<file path="src/rtl/pcs_pkg.sv">
// Shared 10GBASE-R PCS constants: block geometry, gearbox period and sync headers.
// Imported by the encoder, the checker and the transmit gearbox.
package pcs_pkg;

    localparam int unsigned PCS_HEAD_W  = 2;
    localparam int unsigned PCS_DATA_W  = 64;
    localparam int unsigned PCS_BLOCK_W = 66;
    localparam int unsigned GB_PERIOD   = 33;
    localparam int unsigned GB_SEQ_W    = 6;

    localparam logic [PCS_HEAD_W-1:0] SYNC_DATA = 2'b10;
    localparam logic [PCS_HEAD_W-1:0] SYNC_CTRL = 2'b01;

    typedef logic [GB_SEQ_W-1:0] gb_seq_t;

    // Last slot of the period: no block is taken, the residual is drained.
    localparam gb_seq_t GB_FLUSH_SEQ = gb_seq_t'(GB_PERIOD - 1);

endpackage

</file>
<file path="src/rtl/pcs_10g_tx_gearbox_if.sv">
// Block-in / word-out bundle between the PCS encoder and the 66:64 transmit gearbox.
// The master is the upstream encoder, the slave is the gearbox.
interface pcs_10g_tx_gearbox_if;
    import pcs_pkg::*;

    logic [PCS_HEAD_W-1:0] head_i;
    logic [PCS_DATA_W-1:0] data_i;
    logic                  ready_o;
    logic [PCS_DATA_W-1:0] data_o;

    modport master (
        output head_i,
        output data_i,
        input  ready_o,
        input  data_o
    );

    modport slave (
        input  head_i,
        input  data_i,
        output ready_o,
        output data_o
    );

endinterface

</file>
<file path="src/rtl/pcs_10g_tx_gearbox.sv">
// 66:64 transmit gearbox: 32 blocks in, 33 words out per period, one stall slot.
// Wire order is LSB first; a block goes out as {data, head}.
module pcs_10g_tx_gearbox
    import pcs_pkg::*;
#(
    parameter int unsigned DATA_W = PCS_DATA_W,
    parameter int unsigned HEAD_W = PCS_HEAD_W
) (
    input logic                    clk,
    input logic                    nreset,
    pcs_10g_tx_gearbox_if.slave    gb
);

    localparam int unsigned BLK_W = DATA_W + HEAD_W;
    localparam int unsigned CAT_W = 2 * DATA_W + HEAD_W;

    gb_seq_t             seq_q, seq_d;
    logic [DATA_W-1:0]   res_q, res_d;
    logic [DATA_W-1:0]   out_q, out_d;
    logic [CAT_W-1:0]    cat;
    logic [GB_SEQ_W:0]   shift;
    logic                flush;
    logic                unused_cat;

    assign flush      = (seq_q == GB_FLUSH_SEQ);
    assign gb.ready_o = !flush;
    assign gb.data_o  = out_q;

    always_comb begin
        shift = {seq_q, 1'b0};
        // The new block lands just above the 2*seq valid residual bits, overwriting
        // any stale residual bits above that point.
        cat = {{(CAT_W - DATA_W){1'b0}}, res_q};
        cat[shift +: BLK_W] = {gb.data_i, gb.head_i};

        if (flush) begin
            out_d = res_q;
            res_d = '0;
            seq_d = '0;
        end else begin
            out_d = cat[DATA_W-1:0];
            res_d = cat[2*DATA_W-1:DATA_W];
            seq_d = seq_q + gb_seq_t'(1);
        end
    end

    // Top two bits are only reachable when shift is 64, which is the flush slot.
    assign unused_cat = ^cat[CAT_W-1:2*DATA_W];

    always_ff @(posedge clk) begin
        if (!nreset) begin
            seq_q <= '0;
            res_q <= '0;
            out_q <= '0;
        end else begin
            seq_q <= seq_d;
            res_q <= res_d;
            out_q <= out_d;
        end
    end

endmodule

</file>
<file path="src/flat_wrapper.sv">
// flat-port wrapper written by rule: the top's interface ports become plain ports
module pcs_10g_tx_gearbox_flat import pcs_pkg::*;
#(
    parameter int unsigned DATA_W = PCS_DATA_W,
    parameter int unsigned HEAD_W = PCS_HEAD_W
)
  (clk, nreset, gb_head_i, gb_data_i, gb_ready_o, gb_data_o);
  pcs_10g_tx_gearbox_if gb_i ();
  input logic clk;
  input logic nreset;
  input wire logic [$bits(gb_i.head_i)-1:0] gb_head_i;
  input wire logic [$bits(gb_i.data_i)-1:0] gb_data_i;
  output wire logic [$bits(gb_i.ready_o)-1:0] gb_ready_o;
  output wire logic [$bits(gb_i.data_o)-1:0] gb_data_o;
  assign gb_i.head_i = gb_head_i;
  assign gb_i.data_i = gb_data_i;
  assign gb_ready_o = gb_i.ready_o;
  assign gb_data_o = gb_i.data_o;
  pcs_10g_tx_gearbox #(.DATA_W(DATA_W), .HEAD_W(HEAD_W)) u_core (.clk(clk), .nreset(nreset), .gb(gb_i));
endmodule
</file>
<file path="config.mk">
export PLATFORM = sky130hd
export DESIGN_NAME = pcs_10g_tx_gearbox_flat
export DESIGN_NICKNAME = d
export VERILOG_FILES = /design/src/rtl/pcs_pkg.sv /design/src/rtl/pcs_10g_tx_gearbox_if.sv /design/src/rtl/pcs_10g_tx_gearbox.sv /design/src/flat_wrapper.sv
export SDC_FILE = /design/constraint.sdc
export NUM_CORES = 1
export LEC_CHECK = 0
export ABC_CLOCK_PERIOD_IN_PS = 9350
export CAP_MARGIN = 5
export CELL_PAD_IN_SITES_DETAIL_PLACEMENT = 1
export CELL_PAD_IN_SITES_GLOBAL_PLACEMENT = 2
export CORE_MARGIN = 8
export CORE_UTILIZATION = 30
export CTS_CLUSTER_SIZE = 40
export DETAILED_ROUTE_END_ITERATION = 6
export PLACE_DENSITY_LB_ADDON = 0.1
export SYNTH_ARGS = -nofsm -noshare
export SYNTH_HDL_FRONTEND = slang
export SYNTH_SLANG_ARGS = --single-unit
</file>
<file path="constraint.sdc">
create_clock -name clk -period 9.35 [get_ports clk]
set_input_delay 1.87 -clock clk [delete_from_list [all_inputs] [get_ports clk]]
set_output_delay 1.87 -clock clk [all_outputs]
set_load 0.01 [all_outputs]
</file>
### Placement density heat map

The die is cut into 22 by 22 equal tiles; black is low, pale yellow is high, 0 to 100% covered.
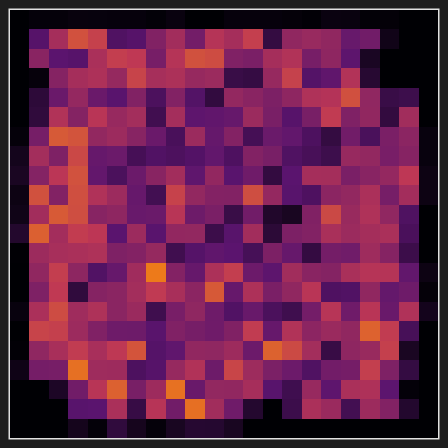
mean over tiles	29%
fullest tile	70%
emptiest ninth of the die	upper right
densest ninth of the die	middle left
fin util: 35.6%
fp util: 30.3%
core area: 41900 µm²

### Placed cells, one color a class

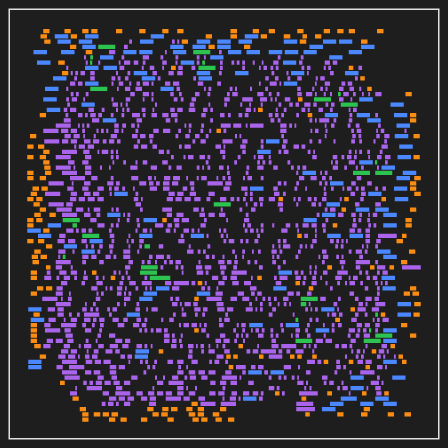
class	color	cells	share of their area
combinational and other logic	purple	1293	65%
sequential cells	blue	134	19%
remaining buffers and delay cells	orange	187	12%
clock drivers and dummy loads	green	30	3.7%
row cnt: 75
sequential share of cell area: 18.0%
fin area: 14900 µm²

### Drive-strength map

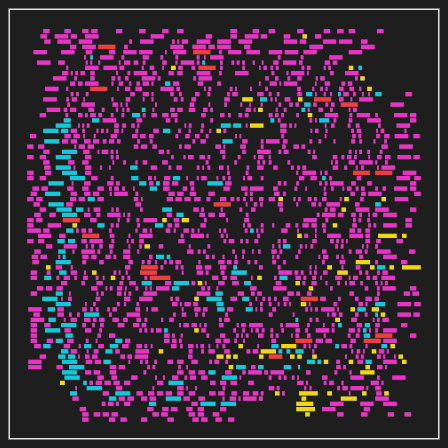
size	color	cells	share
_0 and _1 cells	magenta	1419	86%
_3 and _4 cells	yellow	74	4.5%
_2 cells	cyan	132	8.0%
_6 and larger	red	19	1.2%
Buffers, non-clock: 187
Area Growth Syn to Fin: 17.4%
Setup WS post-layout: 4440 ps

### Where the registers sit

Other sequential cells in the stronger gray, the rest of the logic in the fainter gray.
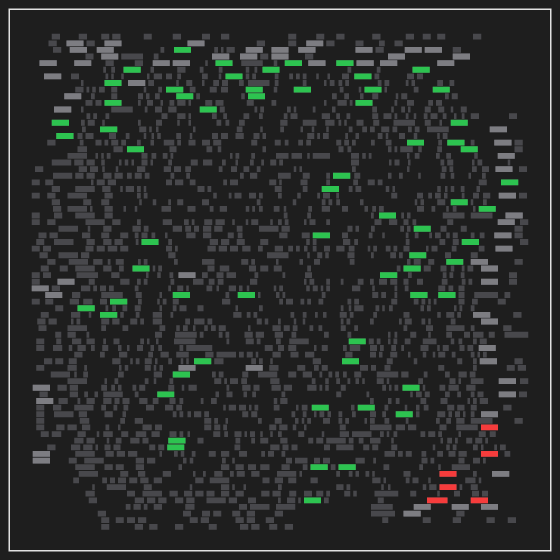
signal	color	placed flops	where
u_core.seq_q	red	6	lower right
u_core.res_q	green	64	spread over the die

### Congestion heat map

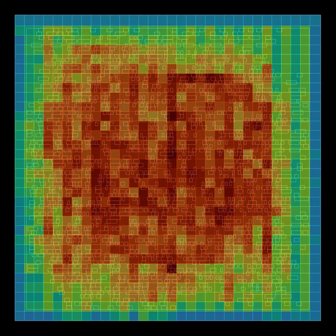
M1 GR Usage: 43.3%
routed wire length per instance: 38.9 µm
met2 usage: 47.4%
GRT met3 Usage: 11.0%
all-layer global routing usage: 33.5%

==> flow_metrics.env <==
# yosys + openroad results
export IMPL_outcome="completed"
export IMPL_setup_viol=0
export IMPL_clk_share_pct=3.50
export IMPL_flop_area_um2=2690
export IMPL_drive_gt1_share_pct=13.7
export IMPL_maxCapViolCount=0
export IMPL_cts_setup_buffers=0
export IMPL_power_share_combinational_pct=55.9
export IMPL_cts_root_buffer="clkbuf_16"
export IMPL_powerSeq_uw=643
export IMPL_warnings=27
export IMPL_port_buffers=132
export IMPL_pwr_share_clk_pct=22.3
export IMPL_dpl_worst_slack_ps=4230
export IMPL_arrival_ps=5270
export IMPL_reg2reg_slack_ps=4440
export IMPL_timing_rr_end="u_core.gb.data_o[34]"
export IMPL_timing_rr_start="u_core.seq_q[0]"
export IMPL_hp_start="u_core.res_q[50]"
export IMPL_hold_viol=0
export IMPL_synthAoiAreaFrac_pct=30.9
export IMPL_synth_flops=134
export IMPL_comb_cells=1282
export IMPL_ir_drop_uv=126
export IMPL_fin_crit_ps=4910
export IMPL_synth_warnings=0
export IMPL_drc=0
export IMPL_pwr_share_seq_pct=21.8
export IMPL_buf_share_pct=11.6
export IMPL_cpMaxStageDelayCell="or3b_1"
export IMPL_floorplan_nets=1651
export IMPL_placedInstanceArea_um2=14400
export IMPL_setup_worst_path_end_class="register"
export IMPL_dieArea_um2=49200
export IMPL_finalCritPeriodShare_pct=52.5
export IMPL_rr_worst_depth=11
export IMPL_min_path_type="reg2reg"
export IMPL_synthTopCellsByCount="157 x mux2i_1, 150 x a21oi_1, 135 x nand2_1"
